**src/rtl/pipeline_pkg.sv**
```systemverilog
`default_nettype none
// ============================================================================
// Module   : pipeline_pkg
// Brief    : Shared opcodes, itype codes, control bundle and halt FSM states.
// Revision : 1.0 - initial release
// ============================================================================
package pipeline_pkg;

  localparam logic [6:0] OPC_LOAD   = 7'b0000011;
  localparam logic [6:0] OPC_OPIMM  = 7'b0010011;
  localparam logic [6:0] OPC_STORE  = 7'b0100011;
  localparam logic [6:0] OPC_OP     = 7'b0110011;
  localparam logic [6:0] OPC_BRANCH = 7'b1100011;
  localparam logic [6:0] OPC_JAL    = 7'b1101111;
  localparam logic [6:0] OPC_JALR   = 7'b1100111;
  localparam logic [6:0] OPC_HALT   = 7'b1111111;

  localparam logic [6:0] MUL_FUNCT7 = 7'b0000001;

  // itype is opcode[6:4]; branch, jal and jalr share the control-flow code
  localparam logic [2:0] ITYPE_LOAD  = 3'b000;
  localparam logic [2:0] ITYPE_OPIMM = 3'b001;
  localparam logic [2:0] ITYPE_STORE = 3'b010;
  localparam logic [2:0] ITYPE_OP    = 3'b011;
  localparam logic [2:0] ITYPE_CTRL  = 3'b110;
  localparam logic [2:0] ITYPE_SYS   = 3'b111;

  typedef enum logic [1:0] {
    RUN     = 2'd0,
    HALTING = 2'd1,
    HALTED  = 2'd2
  } halt_state_e;

  typedef struct packed {
    logic reg_write;
    logic mem_reg;
    logic mem_write;
    logic alu_src;
    logic branch;
    logic jal;
    logic jalr;
    logic mult;
    logic illegal;
  } ctrl_t;

endpackage
`default_nettype wire

```
**src/rtl/id_decode_comb.sv**
```systemverilog
`default_nettype none
// ============================================================================
// Module   : id_decode_comb
// Brief    : Combinational opcode -> control decode with register-use flags.
// Revision : 1.0 - initial release
// ============================================================================
module id_decode_comb
  import pipeline_pkg::*;
#(
  parameter bit EN_MUL = 1'b1
) (
  input  logic [6:0] opcode,
  input  logic [6:0] funct7,
  output ctrl_t      ctrl,
  output logic       rs1_used,
  output logic       rs2_used,
  output logic       is_load,
  output logic       is_halt
);

  logic w_mul_match;

  generate
    if (EN_MUL) begin : g_mul
      assign w_mul_match = (funct7 == MUL_FUNCT7);
    end else begin : g_no_mul
      assign w_mul_match = 1'b0;
    end
  endgenerate

  always_comb begin
    ctrl     = '0;
    rs1_used = 1'b0;
    rs2_used = 1'b0;
    is_load  = 1'b0;
    is_halt  = 1'b0;
    case (opcode)
      OPC_LOAD: begin
        ctrl.mem_reg   = 1'b1;
        ctrl.reg_write = 1'b1;
        ctrl.alu_src   = 1'b1;
        rs1_used       = 1'b1;
        is_load        = 1'b1;
      end
      OPC_OPIMM: begin
        ctrl.reg_write = 1'b1;
        ctrl.alu_src   = 1'b1;
        rs1_used       = 1'b1;
      end
      OPC_STORE: begin
        ctrl.mem_write = 1'b1;
        ctrl.alu_src   = 1'b1;
        rs1_used       = 1'b1;
        rs2_used       = 1'b1;
      end
      OPC_OP: begin
        ctrl.reg_write = 1'b1;
        ctrl.mult      = w_mul_match;
        rs1_used       = 1'b1;
        rs2_used       = 1'b1;
      end
      OPC_BRANCH: begin
        ctrl.branch = 1'b1;
        rs1_used    = 1'b1;
        rs2_used    = 1'b1;
      end
      OPC_JAL: begin
        ctrl.jal       = 1'b1;
        ctrl.reg_write = 1'b1;
      end
      OPC_JALR: begin
        ctrl.jalr      = 1'b1;
        ctrl.reg_write = 1'b1;
        ctrl.alu_src   = 1'b1;
        rs1_used       = 1'b1;
      end
      OPC_HALT: is_halt = 1'b1;
      // unknown opcodes still flow down the pipe; execute raises the trap
      default:  ctrl.illegal = 1'b1;
    endcase
  end

endmodule
`default_nettype wire

```
**src/rtl/id_stage_reg.sv**
```systemverilog
`default_nettype none
// ============================================================================
// Module   : id_stage_reg
// Brief    : Decode pipeline register with load-use stall, flush and halt FSM.
// Revision : 1.0 - initial release
// ============================================================================
module id_stage_reg
  import pipeline_pkg::*;
#(
  parameter int XLEN      = 32,
  parameter bit EN_MUL    = 1'b1,
  parameter bit EN_HAZARD = 1'b1
) (
  input  logic            clk,
  input  logic            rst,
  input  logic            in_valid,
  output logic            in_ready,
  input  logic [31:0]     in_instr,
  input  logic [XLEN-1:0] in_pc,
  input  logic            flush,
  output logic            out_valid,
  input  logic            out_ready,
  output logic [31:0]     out_instr,
  output logic [XLEN-1:0] out_pc,
  output logic [4:0]      out_rs1,
  output logic [4:0]      out_rs2,
  output logic [4:0]      out_rd,
  output logic [2:0]      out_funct3,
  output logic [6:0]      out_funct7,
  output logic [2:0]      out_itype,
  output logic            out_reg_write,
  output logic            out_mem_reg,
  output logic            out_mem_write,
  output logic            out_alu_src,
  output logic            out_branch,
  output logic            out_jal,
  output logic            out_jalr,
  output logic            out_mult,
  output logic            out_illegal,
  output logic            halted
);

  ctrl_t           w_ctrl;
  ctrl_t           r_ctrl;
  logic            w_rs1_used, w_rs2_used, w_is_load, w_is_halt;
  logic            w_rs_hit, w_stall, w_in_xfer, w_out_xfer;
  logic            r_valid, r_is_load, r_load_pend;
  logic [4:0]      r_load_rd;
  logic [31:0]     r_instr;
  logic [XLEN-1:0] r_pc;
  halt_state_e     r_state, w_state_nxt;

  id_decode_comb #(.EN_MUL(EN_MUL)) u_decode (
    .opcode   (in_instr[6:0]),
    .funct7   (in_instr[31:25]),
    .ctrl     (w_ctrl),
    .rs1_used (w_rs1_used),
    .rs2_used (w_rs2_used),
    .is_load  (w_is_load),
    .is_halt  (w_is_halt)
  );

  assign w_rs_hit = (w_rs1_used && (in_instr[19:15] == r_load_rd)) ||
                    (w_rs2_used && (in_instr[24:20] == r_load_rd));
  assign w_stall  = EN_HAZARD && r_load_pend && in_valid && w_rs_hit;

  assign in_ready   = (!r_valid || out_ready) && (r_state == RUN) && !w_stall && !flush;
  assign w_in_xfer  = in_valid && in_ready;
  // a flush drops the held instruction even if execute is ready for it
  assign w_out_xfer = r_valid && out_ready && !flush;

  always_comb begin
    w_state_nxt = r_state;
    case (r_state)
      RUN:     if (w_in_xfer && w_is_halt) w_state_nxt = HALTING;
      HALTING: begin
        if (flush)           w_state_nxt = RUN;
        else if (w_out_xfer) w_state_nxt = HALTED;
      end
      HALTED:  w_state_nxt = HALTED;
      default: w_state_nxt = RUN;
    endcase
  end

  always_ff @(posedge clk) begin
    if (rst) r_state <= RUN;
    else     r_state <= w_state_nxt;
  end

  always_ff @(posedge clk) begin
    if (rst) begin
      r_valid     <= 1'b0;
      r_instr     <= '0;
      r_pc        <= '0;
      r_ctrl      <= '0;
      r_is_load   <= 1'b0;
      r_load_pend <= 1'b0;
      r_load_rd   <= '0;
    end else if (flush) begin
      r_valid     <= 1'b0;
      r_load_pend <= 1'b0;
    end else begin
      if (w_in_xfer) begin
        r_valid   <= 1'b1;
        r_instr   <= in_instr;
        r_pc      <= in_pc;
        r_ctrl    <= w_ctrl;
        r_is_load <= w_is_load;
      end else if (w_out_xfer) begin
        r_valid <= 1'b0;
      end
      // pending only for the one cycle after a load leaves for execute
      r_load_pend <= w_out_xfer && r_is_load && (r_instr[11:7] != 5'd0);
      if (w_out_xfer) r_load_rd <= r_instr[11:7];
    end
  end

  assign out_valid     = r_valid;
  assign out_instr     = r_instr;
  assign out_pc        = r_pc;
  assign out_rs1       = r_instr[19:15];
  assign out_rs2       = r_instr[24:20];
  assign out_rd        = r_instr[11:7];
  assign out_funct3    = r_instr[14:12];
  assign out_funct7    = r_instr[31:25];
  assign out_itype     = r_instr[6:4];
  assign out_reg_write = r_ctrl.reg_write;
  assign out_mem_reg   = r_ctrl.mem_reg;
  assign out_mem_write = r_ctrl.mem_write;
  assign out_alu_src   = r_ctrl.alu_src;
  assign out_branch    = r_ctrl.branch;
  assign out_jal       = r_ctrl.jal;
  assign out_jalr      = r_ctrl.jalr;
  assign out_mult      = r_ctrl.mult;
  assign out_illegal   = r_ctrl.illegal;
  assign halted        = (r_state == HALTED);

endmodule
`default_nettype wire

```
**config.mk**
```make
export PLATFORM = sky130hd
export DESIGN_NAME = id_stage_reg
export DESIGN_NICKNAME = d
export VERILOG_FILES = /design/src/rtl/pipeline_pkg.sv /design/src/rtl/id_decode_comb.sv /design/src/rtl/id_stage_reg.sv
export SDC_FILE = /design/constraint.sdc
export NUM_CORES = 1
export LEC_CHECK = 0
export ABC_CLOCK_PERIOD_IN_PS = 7100
export CAP_MARGIN = 20
export CELL_PAD_IN_SITES_DETAIL_PLACEMENT = 1
export CELL_PAD_IN_SITES_GLOBAL_PLACEMENT = 1
export CORE_MARGIN = 5
export CORE_UTILIZATION = 31
export DETAILED_ROUTE_END_ITERATION = 8
export HOLD_SLACK_MARGIN = 0.05
export PLACE_DENSITY = 0.93
export SETUP_SLACK_MARGIN = 0.05
export SKIP_LAST_GASP = 1
export SLEW_MARGIN = 0
export SYNTH_ARGS = -nofsm -noshare
export SYNTH_HDL_FRONTEND = slang
export SYNTH_SLANG_ARGS = --single-unit
```
**constraint.sdc**
```tcl
create_clock -name clk -period 7.1 [get_ports clk]
set_input_delay 1.775 -clock clk [delete_from_list [all_inputs] [get_ports clk]]
set_output_delay 1.775 -clock clk [all_outputs]
set_load 0.01 [all_outputs]
```
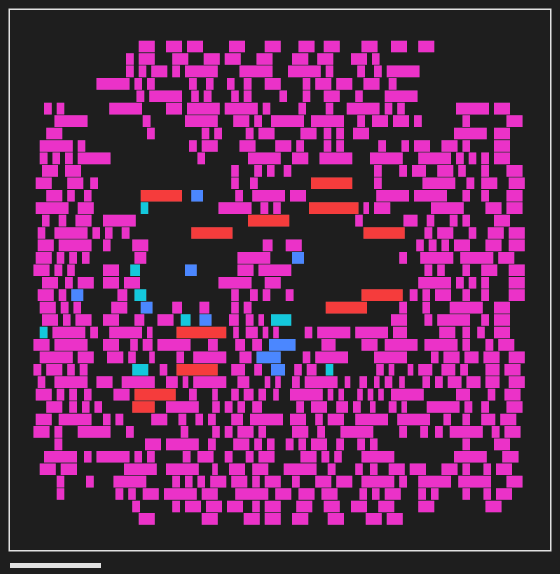
run_1/sizing.png
Scale bar: 20 microns.
colour	size	cells	share	most used
blue	x3 and x4	9	1.6%	buf_4
cyan	x2	8	1.4%	clkinv_2
red	x6 and larger	12	2.1%	clkbuf_16
magenta	x1 and smaller	542	95%	clkdlybuf4s50_1
synthesis-to-finish area growth: 51.0%
post-route cell area: 5480 sq um
Buffers excl. clock: 177
post-route setup slack: 1.38 ns

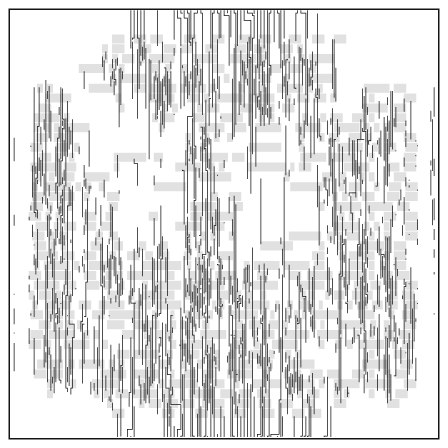
run_1/m2.png
Cells faint in the background.
main direction	vertical
share of all routed wire	51%
longest straight run	49.0 microns
wire length on this layer	6,760 microns
Detailed Route WL: 13,200 microns
via count: 3,760
global routing usage on met2: 0.331

==> run_results.csv, run 1 <==
group,metric,value,unit
outcome,status,"finished clean",
global_routing,grt_use_met1,0.199,
pwr,seqPwrFrac,0.426,
drt,avgRoutedWirePerCell,18.4,microns
global_routing,grt_use_total,0.182,
placed_design,routabilityCongestion,0.784,
global_routing,grt_util_met3,0.0597,
pwr,powerSeq,0.000489,W
critical_path,critPathLaunchType,"input port",
logic_synthesis,logic_family,"AND-OR/OR-AND gates",
layout,lay_top_count,"clkdlybuf4s50_1",
logic_synthesis,syn_area_per_cell,8.09,sq um
logic_synthesis,yosys_register_bits,82,
logic_synthesis,synthSimpleGateAreaFrac,0.179,
timing,fmax,175,MHz
logic_synthesis,synth-edff-count,0,
logic_synthesis,adder_share,0,
logic_synthesis,yosysTopAreaCell,"dfxtp_1",
placed_design,post-place-ws,1.38,ns
logic_synthesis,ys_async_sr_fraction,0,
pwr,clkPwrFrac,0.431,
logic_synthesis,aoi_share,0.228,
layout,final_cells,714,
layout,drive_gt1_frac,0.0508,
pwr,power.internal,0.000886,W
logic_synthesis,yosysCellCount,448,
logic_synthesis,postSynthCellCount,448,
logic_synthesis,synth-main-ff-cell,"dfxtp_1",
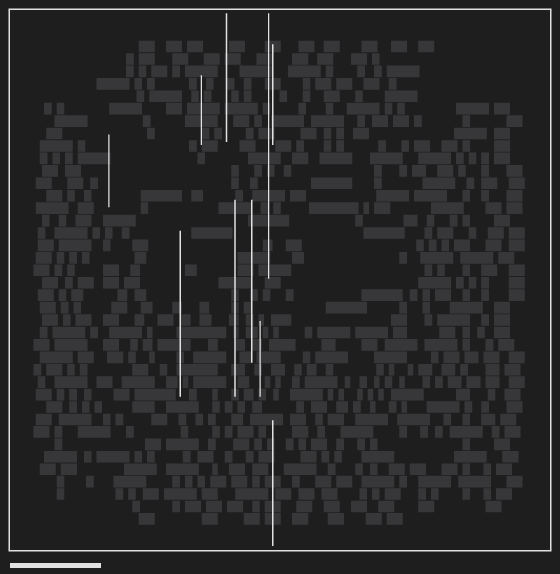
run_1/m4.png
Scale bar: 20 microns. Cells faint in the background.
nets with wire on the layer	10
longest straight run	57.8 microns
main direction	vertical

## run 1: final cells by class
class,count,area [sq um]
Clock buffer,11,243
Clock inverter,5,77.6
Fill cell,1346,5940
Multi-Input combinational cell,296,1580
Sequential cell,82,1640
Tap cell,143,179
Timing Repair Buffer,177,1750
## run 1: kinds of logic (layout without fill, tap and decap cells)
| logic type | after synthesis | after routing |
|---|---|---|
| DFF | 82 | 82 |
| and+or+nand+nor | 126 | 126 |
| AOI/OAI and AO/OA | 160 | 160 |
| xor gates and xnor gates | 10 | 10 |
| buffers and inverters | 70 | 193 |
## run 1: synthesized netlist by cell type (2+ instances only)
master    number
dfxtp_1       82
a21oi_1       80
nand3_1       73
o21ai_0       49
buf_4         28
clkbuf_1      24
o21ai_1       24
nand2_1       18
xnor2_1        8
buf_1          7
nor2_1         7
buf_6          6
nor3_1         5
clkbuf_2       3
nand4_1        3
nor2b_1        3
a211oi_1       2
buf_2          2
nand2b_1       2
nand4b_1       2
or3_1          2
or4_1          2
xor2_1         2
## run 1: critical path: stages
cell and delay (ns):
clkdlybuf4s50_1 0.49, nand2_1 0.14, or3_1 0.40, nor4_2 0.34
o21a_4 0.19, a21boi_0 0.10, clkdlybuf4s50_1 0.51
## run 1: stage by stage
step | power, W | util | hold WS, ns
2_1_floorplan | 0.000567 | - | 0.473
4_1_cts | 0.00117 | 0.480 | 0.475
3_5_place_dp | 0.000666 | 0.451 | 0.466
5_1_grt | 0.00120 | 0.480 | 0.497
6_report | 0.00115 | 0.480 | 0.471
3_3_place_gp | 0.000658 | 0.451 | 0.461
## run 1: layer usage
layer | share of wire | routed length (microns)
met5 | 0 | 0
met4 | 0.022 | 295
met3 | 0.070 | 926
met2 | 0.51 | 6760
met1 | 0.39 | 5190
run_1/layers.png
Only two layers are drawn.
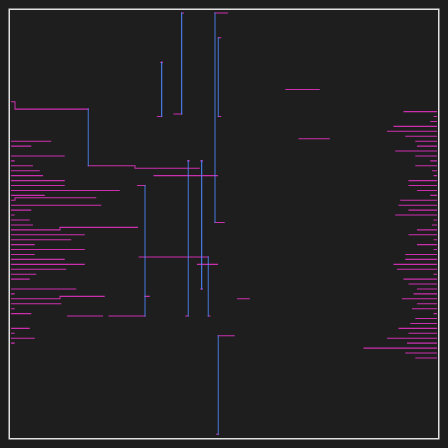

==> run 1 -> run 2 <==
Settings changed: ABC_CLOCK_PERIOD_IN_PS 7100 to 4600, CORE_UTILIZATION 31 to 26, PLACE_DENSITY 0.93 to 0.84.
Clock period 7.1 ns to 4.6 ns, I/O delays scaled along.
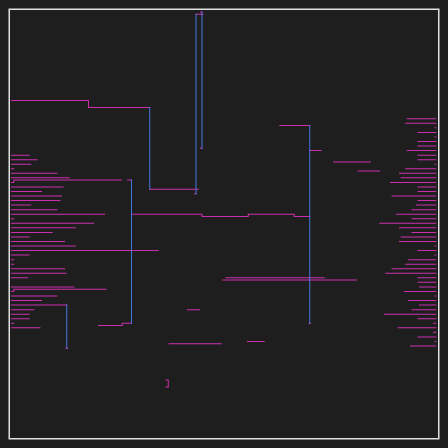
run_2/layers.png
Only two layers are drawn.
colour	layer	wire length
magenta	M3	1,090 microns
blue	M4	234 microns
drt wl/cell: 17.2 microns
Detailed Route WL: 13,100 microns

==> run 2 against run 1 <==
  * Via count rose by 0.32%
  * Register-to-register slack worse by 2.4 ns
  * Design area grew 2.4%
  * Hold slack better by 0.00052 ns
  * Global-route usage fell by 2.5 points
  * Die area up 18%
  * Largest cell class unchanged
  * Area after synthesis stayed put
  * Combinational power is 56% higher
  * Wire length is 0.87% lower
==> run_results.csv, run 2 <==
group,metric,value,unit
pwr,powerSeq,0.000755,W
logic_synthesis,postSynthCellCount,448,
logic_synthesis,yosysTopAreaCell,"dfxtp_1",
critical_path,endpoint_kind,"output port",
cts,clock_latency,0.34,ns
critical_path,required,3.45,ns
pwr,power.internal,0.00136,W
placed_design,routabilityCongestion,0.824,
layout,regArea,1640,sq um
layout,lay_top_count,"clkdlybuf4s50_1",
critical_path,critPathBufInv,2,
critical_path,crit_family,"buffers and inverters",
critical_path,cpMostUsedCell,"clkdlybuf4s50_1",
critical_path,cpMaxStageDelayCell,"clkdlybuf4s50_1",
logic_synthesis,top_cell,"dfxtp_1",
logic_synthesis,yosysCellCount,448,
layout,final-comb-area,1580,sq um
global_routing,grt_use_total,0.157,
logic_synthesis,syn_area_per_cell,8.09,sq um
layout,num-fill-cells,1595,
critical_path,cp_num_cells,7,
critical_path,critPathLaunchType,"input port",
critical_path,crit_chain,"clkdlybuf4s50_1 > nand2_1 > or3_1 > nor4_2 > o21a_4 > a21boi_0 > clkdlybuf4s50_1",
outcome,status,"finished clean",
layout,drive_gt1_frac,0.0656,
pwr,clkPwrFrac,0.432,
logic_synthesis,synth-edff-count,0,
layout,fin_util,0.407,
layout,area_growth,54.6,%
logic_synthesis,common_cells,"82 x dfxtp_1, 80 x a21oi_1, 73 x nand3_1",
critical_path,cpPeakStageDelay,0.51,ns
logic_synthesis,synth-main-ff-cell,"dfxtp_1",
pwr,seqPwrFrac,0.424,
logic_synthesis,ys_async_sr_fraction,0,
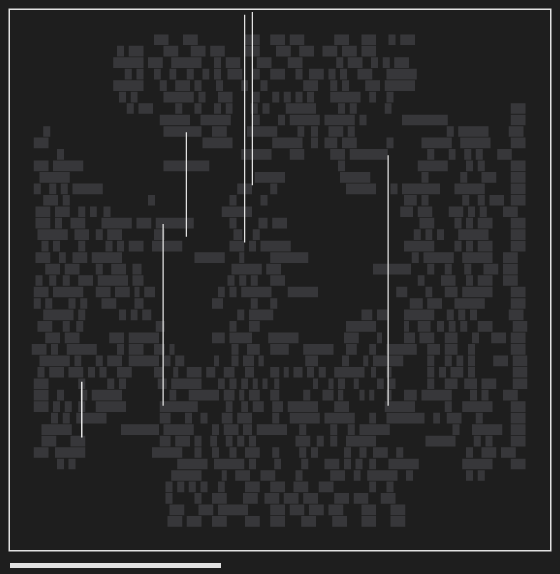
run_2/m4.png
Scale bar: 50 microns. Cells faint in the background.
share of all routed wire	1.8%
nets with wire on the layer	5
main direction	vertical
via count: 3,772

## run 2: worst reg2reg max path: stages, from the launching register on
cell and delay [ns]:
dfxtp_1 0.42, xnor2_1 0.16, nand3_1 0.18, nor4_2 0.37, o21a_4 0.18, buf_4 0.52
o21ai_0 0.33, a21oi_1 0.17
## run 2: routing by layer
| metal | GRT usage | share of wire |
|---|---|---|
| met1 | 0.180 | 0.41 |
| met2 | 0.275 | 0.49 |
| met3 | 0.0525 | 0.084 |
| met4 | 0.0531 | 0.018 |
| met5 | 0 | 0 |
## run 2: cell type report
type                    count  area share
repair buffers            185       0.328
flip-flops and latches     82       0.293
multi-input cells         296       0.282
clock buffers               9      0.0402
well taps                 180      0.0402
clock inverters             7      0.0167
## run 2: kinds of logic after synthesis
logic type | count (synthesis) | share of synthesized area
AOI/OAI and AO/OA | 160 | 0.228
and+or+nand+nor | 126 | 0.179
DFF | 82 | 0.453
buffers and inverters | 70 | 0.116
xor gates and xnor gates | 10 | 0.0242
## run 2: metrics by stage
step | instance area [sq um] | total power [W] | std cells | hold slack [ns] | setup WS [ns]
4_1_cts | 5590 | 0.00182 | 758 | 0.476 | 0.202
2_1_floorplan | 3630 | 0.000876 | 448 | 0.473 | 1.09
5_1_grt | 5610 | 0.00186 | 759 | 0.489 | 0.112
3_3_place_gp | 5270 | 0.00102 | 742 | 0.460 | 0.282
6_report | 5610 | 0.00178 | 759 | 0.471 | 0.225
3_5_place_dp | 5270 | 0.00103 | 742 | 0.468 | 0.215
## run 2: path summary, 6_finish.rpt
path | startpoint | to | slack [ns]
setup / recovery | in_instr[1] | in_ready | 0.22
hold / removal | out_alu_src | out_alu_src | 0.47
setup reg to reg | r_load_rd[0] | out_instr[24] | 2.20
hold reg to reg | out_alu_src | out_alu_src | 0.47
run_2/m2.png
Cells faint in the background.
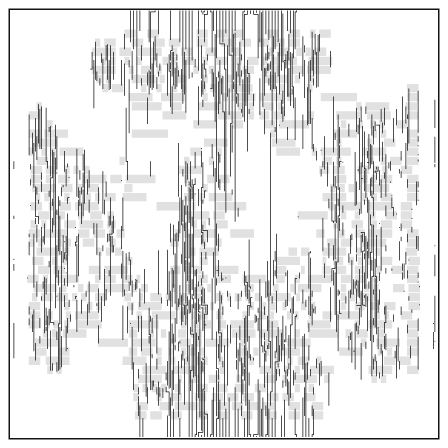

==> run 2 -> run 3 <==
Settings changed: ABC_CLOCK_PERIOD_IN_PS 4600 to 5400, CORE_UTILIZATION 26 to 31, CTS_BUF_LIST set to sky130_fd_sc_hd__clkbuf_16, PLACE_DENSITY 0.84 to 0.93.
Clock period 4.6 ns to 5.4 ns, I/O delays scaled along.
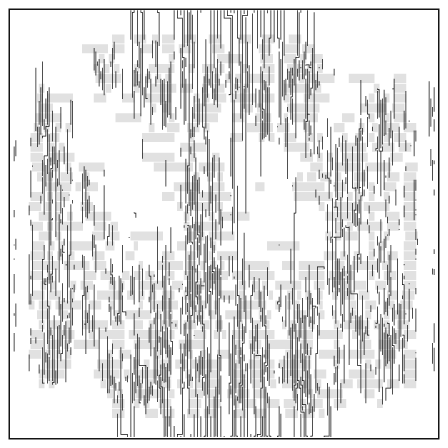
run_3/m2.png
Cells faint in the background.
longest straight run	54.1 microns
nets with wire on the layer	582
via count: 3,815
global routing usage on met2: 0.329
Detailed Route WL: 13,300 microns

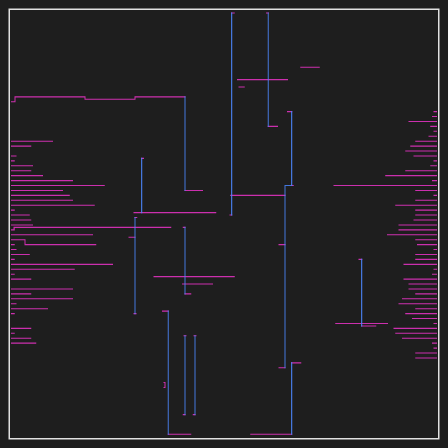
run_3/layers.png
Only two layers are drawn.
colour	layer	wire length
blue	M4	361 microns
magenta	M3	906 microns
gr usage total: 0.188
drt wl/cell: 18.7 microns

==> run 3 against run 2 <==
  * Global-route usage up 3.0 points
  * Register-to-register slack better by 0.61 ns
  * Power fell by 17%
  * Cell count is 5.9% lower
  * Non-clock buffer count is 7 lower
  * Design area shrank 2.5%
  * Wire length increased by 2.1%
  * Synthesized cell count unchanged
  * First-iteration DRC count grew 91%
  * Sequential cell count did not move
  * Count of clock-buffer cells in the layout did not move
  * Combinational power fell by 16%
==> run_results.csv, run 3 <==
group,metric,value,unit
outcome,status,"finished clean",
pwr,clkPwrFrac,0.420,
timing,relSlewSlack,0.305,
cts,clock_latency,0.33,ns
pwr,seqPwrFrac,0.433,
layout,final_cells,714,
critical_path,critPathLaunchType,"input port",
critical_path,crit_fanout,6,
logic_synthesis,syn_area_per_cell,8.09,sq um
pwr,p_total,0.00149,W
layout,area_growth,50.7,%
placed_design,routabilityCongestion,0.781,
logic_synthesis,top_cell,"dfxtp_1",
critical_path,required,4.05,ns
pwr,power_switching,0.000340,W
logic_synthesis,synth-main-ff-cell,"dfxtp_1",
placed_design,dp.cells,699,
logic_synthesis,yosysCellCount,448,
logic_synthesis,postSynthCellCount,448,
layout,design_area,5460,sq um
logic_synthesis,common_cells,"82 x dfxtp_1, 80 x a21oi_1, 73 x nand3_1",
timing,worst_slack,0.534,ns
timing,fmax,205,MHz
logic_synthesis,synth-edff-count,0,
logic_synthesis,yosys_register_bits,82,
timing,hold_viol,0,
run,maxCapViolCount,0,
[run 3: cell count changes in the layout (fill, tap and decap cells not counted), sizes merged]
cell	delta
buf	-7
clkinv	-1
clkinvlp	-2
inv	+2
[run 3: metal layers]
layer / vias to the layer above / wire length (microns) / track usage
li1: 1789 / - / -
met1: 1867 / 5320 / 0.216
met2: 131 / 6750 / 0.329
met3: 28 / 905 / 0.0516
met4: 0 / 360 / 0.0738
met5: - / 0 / 0
[run 3: power groups by stage]
stage / clock network (W) / registers (W) / logic (W)
after global routing: 0.000671 / 0.000646 / 0.000235
final: 0.000625 / 0.000643 / 0.000218
after detailed placement: 0 / 0.000657 / 0.000219
after floorplan: 0 / 0.000665 / 0.0000810
after CTS: 0.000641 / 0.000644 / 0.000221
after global placement: 0 / 0.000655 / 0.000211
[run 3: final cells by class]
type                       count  area [sq um]
clock buffer                   9           225
clock inverter                 6          75.1
fill                        1308          5960
multi-input combinational    296          1580
sequential                    82          1640
tap                          143           179
timing repair buffer         178          1760
[run 3: critical path, cell delays in order]
cell	delay (ns)
clkdlybuf4s50_1	0.49
nand2_1	0.15
or3_1	0.40
nor4_2	0.35
o21a_4	0.19
a21boi_0	0.08
clkdlybuf4s50_1	0.51
[run 3: final timing paths]
check	start	end	slack [ns]	depth (start not counted)
max reg2reg	r_load_rd[2]	out_instr[9]	2.81	7
min	out_jal	out_jal	0.48	2
max	in_instr[1]	in_ready	0.53	7
min reg2reg	out_jal	out_jal	0.48	2
[run 3: logic make-up after synthesis]
kind of cell	share of synthesized area
flip-flops	0.453
AND/OR/NAND/NOR	0.179
AND-OR/OR-AND	0.228
XOR/XNOR	0.0242
buffers and inverters	0.116
No activity file was given, so power comes from the tool's default toggle rates.
